===== src/rtl/lap_display_mgr.sv =====
// rtl/lap_display_mgr.sv - stopwatch display manager: live, frozen-split and lap-recall views
module lap_display_mgr #(
  parameter int NDIG = 8,
  parameter int LAPS = 4,
  parameter int LW   = $clog2(LAPS + 1)
) (
  input  logic              clk,
  input  logic              rst,
  input  logic              blink_tick,
  input  logic              split_btn,
  input  logic              recall_btn,
  input  logic              clear_btn,
  input  logic [4*NDIG-1:0] time_in,
  output logic [6*NDIG-1:0] disp_out,
  output logic [1:0]        mode,
  output logic [LW-1:0]     lap_count,
  output logic              full
);

  typedef enum logic [1:0] {
    LIVE   = 2'd0,
    FROZEN = 2'd1,
    RECALL = 2'd2
  } mode_e;

  localparam int         TW      = 4 * NDIG;
  localparam logic [5:0] DIG_RST = 6'b100000;

  mode_e             mode_q, mode_d;
  logic [LW-1:0]     lap_count_q, lap_count_d;
  logic [LW-1:0]     idx_q, idx_d;
  logic              full_q, full_d;
  logic              blank_q, blank_d;
  logic [TW-1:0]     frz_q, frz_d;
  logic [TW-1:0]     lap_mem_q [LAPS];
  logic [TW-1:0]     lap_mem_d [LAPS];
  logic [6*NDIG-1:0] disp_q, disp_d;
  logic [TW-1:0]     rec_word;
  logic              do_clear, do_split, do_recall, lap_wr;

  always_comb begin
    do_clear    = clear_btn;
    do_split    = split_btn & ~clear_btn;
    do_recall   = recall_btn & ~clear_btn & ~split_btn;
    mode_d      = mode_q;
    lap_count_d = lap_count_q;
    idx_d       = idx_q;
    frz_d       = frz_q;
    lap_wr      = 1'b0;
    blank_d     = blank_q ^ (blink_tick && (mode_q == FROZEN));

    if (do_clear) begin
      lap_count_d = '0;
      mode_d      = LIVE;
    end else if (do_split) begin
      if (mode_q == LIVE) begin
        frz_d   = time_in;
        mode_d  = FROZEN;
        blank_d = 1'b0;
        // A split while full still freezes; only the lap store is skipped
        if (!full_q) begin
          lap_wr      = 1'b1;
          lap_count_d = lap_count_q + LW'(1);
        end
      end else begin
        mode_d = LIVE;
      end
    end else if (do_recall) begin
      if (mode_q == RECALL) begin
        if (idx_q == lap_count_q - LW'(1)) begin
          mode_d = LIVE;
        end else begin
          idx_d = idx_q + LW'(1);
        end
      end else if (lap_count_q != '0) begin
        mode_d = RECALL;
        idx_d  = '0;
      end
    end

    if (mode_d != FROZEN) begin
      blank_d = 1'b0;
    end
    full_d = (lap_count_d == LW'(LAPS));
  end

  always_comb begin
    for (int i = 0; i < LAPS; i++) begin
      lap_mem_d[i] = lap_mem_q[i];
      if (lap_wr && (lap_count_q == LW'(i))) begin
        lap_mem_d[i] = time_in;
      end
    end
  end

  always_comb begin
    rec_word = '0;
    for (int i = 0; i < LAPS; i++) begin
      if (idx_d == LW'(i)) begin
        rec_word = lap_mem_q[i];
      end
    end
  end

  // Display is built from the next state so it lines up with mode/lap_count
  always_comb begin
    disp_d = '0;
    for (int k = 0; k < NDIG; k++) begin
      case (mode_d)
        LIVE:    disp_d[6*k +: 6] = {1'b1, time_in[4*k +: 4], 1'b0};
        FROZEN:  disp_d[6*k +: 6] = {~blank_d, frz_d[4*k +: 4], 1'b0};
        RECALL:  disp_d[6*k +: 6] = {1'b1, rec_word[4*k +: 4],
                                     (k < LAPS) && (idx_d == LW'(k))};
        default: disp_d[6*k +: 6] = DIG_RST;
      endcase
    end
  end

  always_ff @(posedge clk or posedge rst) begin
    if (rst) begin
      mode_q      <= LIVE;
      lap_count_q <= '0;
      idx_q       <= '0;
      full_q      <= 1'b0;
      blank_q     <= 1'b0;
      frz_q       <= '0;
      disp_q      <= {NDIG{DIG_RST}};
      for (int i = 0; i < LAPS; i++) begin
        lap_mem_q[i] <= '0;
      end
    end else begin
      mode_q      <= mode_d;
      lap_count_q <= lap_count_d;
      idx_q       <= idx_d;
      full_q      <= full_d;
      blank_q     <= blank_d;
      frz_q       <= frz_d;
      disp_q      <= disp_d;
      for (int i = 0; i < LAPS; i++) begin
        lap_mem_q[i] <= lap_mem_d[i];
      end
    end
  end

  assign disp_out  = disp_q;
  assign mode      = mode_q;
  assign lap_count = lap_count_q;
  assign full      = full_q;

endmodule


===== config.mk =====
export PLATFORM = sky130hd
export DESIGN_NAME = lap_display_mgr
export DESIGN_NICKNAME = d
export VERILOG_FILES = /design/src/rtl/lap_display_mgr.sv
export SDC_FILE = /design/constraint.sdc
export NUM_CORES = 1
export LEC_CHECK = 0
export ABC_AREA = 1
export CAP_MARGIN = 30
export CORE_ASPECT_RATIO = 0.5
export CORE_MARGIN = 4
export CORE_UTILIZATION = 60
export DETAILED_ROUTE_END_ITERATION = 8
export GPL_TIMING_DRIVEN = 0
export PLACE_DENSITY = 0.83
export SLEW_MARGIN = 20
export SYNTH_ARGS = -nofsm -noshare
export SYNTH_HDL_FRONTEND = slang
export SYNTH_SLANG_ARGS = --single-unit

===== constraint.sdc =====
create_clock -name clk -period 18.9 [get_ports clk]
set_input_delay 3.78 -clock clk [delete_from_list [all_inputs] [get_ports clk]]
set_output_delay 3.78 -clock clk [all_outputs]
set_load 0.02 [all_outputs]

run_1/registers.png
The bar under the picture is 50 um long.
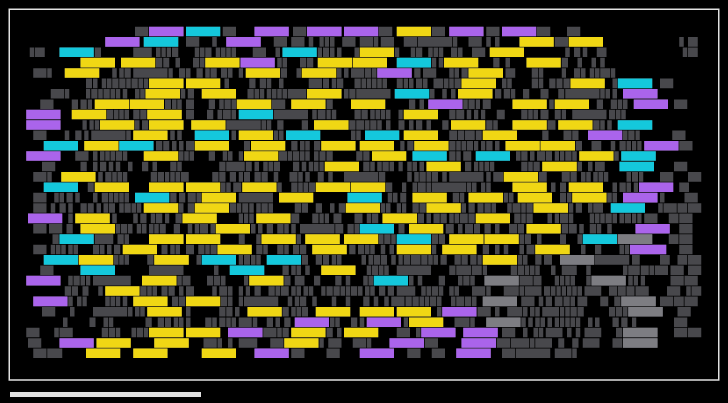
| signal | color | sequential cells |
|---|---|---|
| frz_q | cyan | 32 |
| lap_mem_q | yellow | 128 |
| disp_out | purple | 37 |
not colored: 10

run_1/clock_map.png
The bar under the picture is 50 um long.
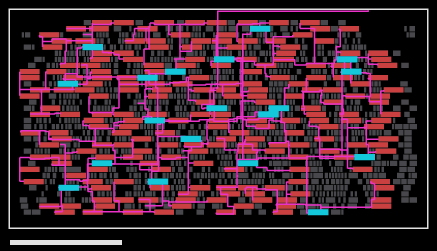
[flip-flops] red | count: 207
[clock wires] magenta | length: 2420 um
[cells driving clock nets] cyan | count: 19
routed clock nets: 20
clk latency late pin: 0.49 ns
Clk pwr share: 0.306
Clk power: 0.378 mW
Max Clock Skew: 0.007085 ns

==> results.toml, run 1 <==
# flow metrics
[cells_and_area]
finish.net_count = 1309
fin_cells = 1480
fill_cells = 1141
regMostFlops = "lap_mem_q"
area_growth_pct = 18.76
drive_gt1_frac = 0.07053
largest_reg_flops = 128

[floorplanning]
die_x_um = 185.5
ioPinCount = 92
die_y_um = 96.76
core_util_floorplan = 0.6132
fp.coreArea_mm2 = 0.01541

[pwr]
ir_drop_v = 0.00005806
power.combinational.fraction = 0.218
intPower_mw = 0.8506
p_seq_mw = 0.590
switching_power_mw = 0.3872

[synth]
mux_share = 0
ys_ff = 207
synth_simple_gate_area_share = 0.2414
ys_warn_count = 0
synth-async-reset-ratio = 1.000
edf_count = 0
yosys_cells = 1152
ys_chip_area_mm2 = 0.009453
synth.avg_cell_area_um2 = 8.206
synth_top_cell_by_area = "dfrtp_1"
synthFlopType = "dfrtp_1"
syn_area_mm2 = 0.009453

[placement]
gp_congestion = 0.9090
post-place-ws_ns = 12.51
port_buffers = 87

[cts]
clkTransAtPathRegs_ns = 0.06
cts_tree = "done"
htree_levels = 1
ctsResizeCount = 0

[critical_path]
cpPeakStageDelay_ns = 0.73
timing.rr.start = "lap_count[0]$_DFF_PP0_"
endpoint = "disp_out[19]$_DFF_PP0_"
arrival_ns = 6.44
start_kind = "primary input"
cp-end-kind = "register"
cp_num_cells = 10
ff2ff_setup_slack_ns = 16.07

[outcome]
status = "completed"

[sta]
worstMarginPinSlew_ns = 0.8848
hold_viol = 0
slew_headroom = 0.4102
layout_setup_ws_ns = 12.83

[routing]
met1_length_mm = 11.22
wl_met2_mm = 12.17
drc = 0
drt_first_pass_iters = 6

[flow_run]
warnings = 34
maxCapViolCount = 0

[global_route]
grt_use_met2 = 0.4649
grt_use_total = 0.3170

[worst_hold_path]
hold_path_depth = 2
hp-start = "lap_mem_q[30]$_DFFE_PP0P_"
run_1/cell_classes.png
Fill, decap, tap and diode cells in gray.
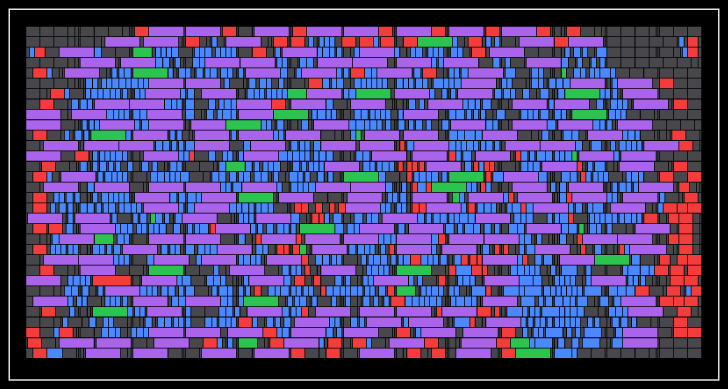
| class | color | cells | share of their area |
|---|---|---|---|
| all other logic | blue | 871 | 36% |
| other buffers and delay cells | red | 165 | 12% |
| clock drivers and dummy loads | green | 33 | 5.5% |
| flip-flops | purple | 207 | 47% |
fraction of area in registers: 0.4615
Final Instance Area: 0.01123 mm^2
placement row count: 32

run_1/metal_stack.png
The bar under the picture is 50 um long. Only two layers are drawn.
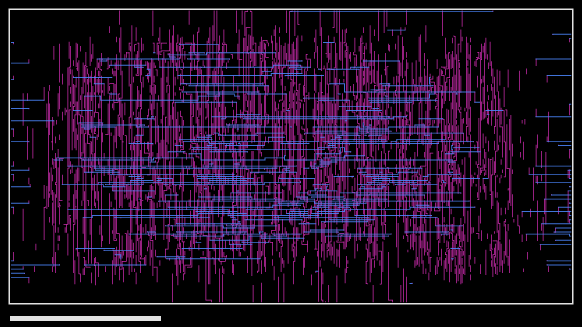
| layer | color | wire length |
|---|---|---|
| met2 | magenta | 12200 um |
| met3 | blue | 3750 um |
routed len/inst: 18.97 um
Final Routed Wirelength: 28.08 mm
Vias: 8632

## run 1: synth_stat cells (2+ instances only)
cell / number
a21oi_1: 4
buf_1: 4
buf_2: 20
buf_4: 14
clkbuf_1: 38
dfrtp_1: 206
ha_1: 7
inv_1: 114
inv_2: 6
nand2_1: 340
nand2_2: 2
nand2_4: 2
nand3_1: 62
nand3_2: 3
nand3b_1: 9
nand4_1: 43
nor2_1: 53
nor2_2: 6
nor2_4: 3
nor3_1: 2
o21ai_0: 197
o21ai_1: 9
## run 1: cell type report
cell class              count  area (um^2)  share of cell area
flip-flops and latches    207         5181              0.4615
multi-input cells         751         3465              0.3086
repair buffers             88        898.4             0.08003
clock buffers              31        590.6             0.05261
inverters                 120        457.9             0.04079
plain buffers              77        367.9             0.03277
well taps                 204        255.2             0.02274
clock inverters             2        10.01           0.0008917
==> run 2, diff against run 1 <==
- CORE_UTILIZATION: 60 -> 57
- PLACE_DENSITY: 0.83 -> 0.8
- clock period: 18.9 -> 5.6 ns (I/O delays scaled with it)
run_2/registers.png
The bar under the picture is 50 um long.
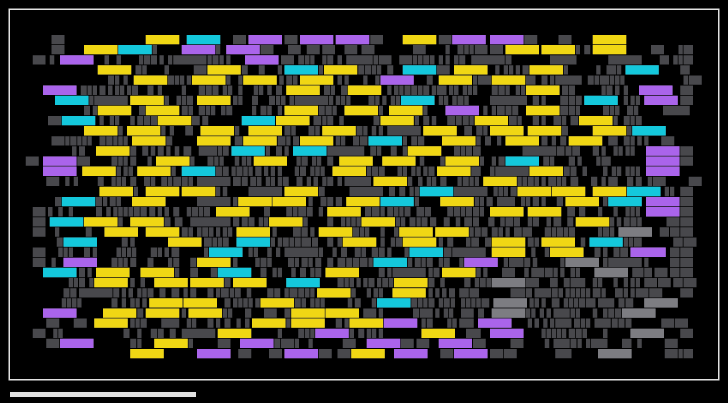
| signal | color | sequential cells |
|---|---|---|
| frz_q | cyan | 32 |
| disp_out | purple | 37 |
| lap_mem_q | yellow | 128 |
not colored: 10

==> results.toml, run 2 <==
# flow metrics
[synth]
edf_count = 0
synth_simple_gate_area_share = 0.2414
synth-async-reset-ratio = 1.000
syn_area_mm2 = 0.009453
yosysMostFrequentCell = "nand2_1"
yosys_cells = 1152
synth_top_cell_by_area = "dfrtp_1"
synth.avg_cell_area_um2 = 8.206
ys_warn_count = 0
ys_ff = 207

[floorplanning]
ioPinCount = 92
fp.coreArea_mm2 = 0.01582
die_y_um = 99.06
rows = 32
die_x_um = 190.1
core_util_floorplan = 0.5977

[critical_path]
arrival_ns = 3.78
ff2ff_setup_slack_ns = 2.85
cpPeakStageDelay_ns = 0.75
start_kind = "primary input"
cp_num_cells = 11
cp-end-kind = "register"

[pwr]
switching_power_mw = 1.303
power.combinational.fraction = 0.219
clkPwrFrac = 0.304
intPower_mw = 2.873
ir_drop_v = 0.0002166

[sta]
hold_viol = 0
finalClockSkew_ns = 0.01598
layout_setup_ws_ns = 2.240

[routing]
drc = 0
drt_first_pass_iters = 5
wl_met2_mm = 12.25
wl_mm = 28.47
wl_per_cell_um = 18.96
met1_length_mm = 11.79

[cells_and_area]
seq_cells = 207
clkCellAreaFrac = 0.05146
design_area_mm2 = 0.01135
fill_cells = 1205
buf_share = 0.1228
area_growth_pct = 20.12
seq_share = 0.4563
logic_gate_count = 751
n_clock_buffer = 28
largest_cell_class = "sequential cells"
drive_gt1_frac = 0.07338
signal_buffers = 171
nNonClkInverters = 120
finish.net_count = 1315
flop_area_mm2 = 0.005181

[flow_run]
warnings = 30
maxCapViolCount = 0

[cts]
ctsResizeCount = 0
htree_levels = 1
cts_tree = "done"
clkTransAtPathRegs_ns = 0.07

[placement]
port_buffers = 87

[global_route]
grt_use_total = 0.3045

[outcome]
status = "completed"
run 2: routing by layer:
layer,track usage,vias up
li1,-,3910
met1,0.4304,4153
met5,0,-
met3,0.08493,85
met4,0.1089,0
met2,0.4563,539
run 2: worst paths after layout:
check,to,start
max,disp_out[8]$_DFF_PP0_,clear_btn
min,lap_mem_q[29]$_DFFE_PP0P_,lap_mem_q[29]$_DFFE_PP0P_
max reg2reg,disp_out[7]$_DFF_PP0_,lap_count[0]$_DFF_PP0_
min in group asynchronous,lap_mem_q[58]$_DFFE_PP0P_,rst
min reg2reg,lap_mem_q[29]$_DFFE_PP0P_,lap_mem_q[29]$_DFFE_PP0P_
max in group asynchronous,disp_out[26]$_DFF_PP0_,rst
run 2: worst min-delay path, stage by stage (launching register included):
cell and delay (ns):
dfrtp_1 0.34, nand2_1 0.05, o21ai_0 0.06
No activity file was given, so power comes from the tool's default toggle rates.
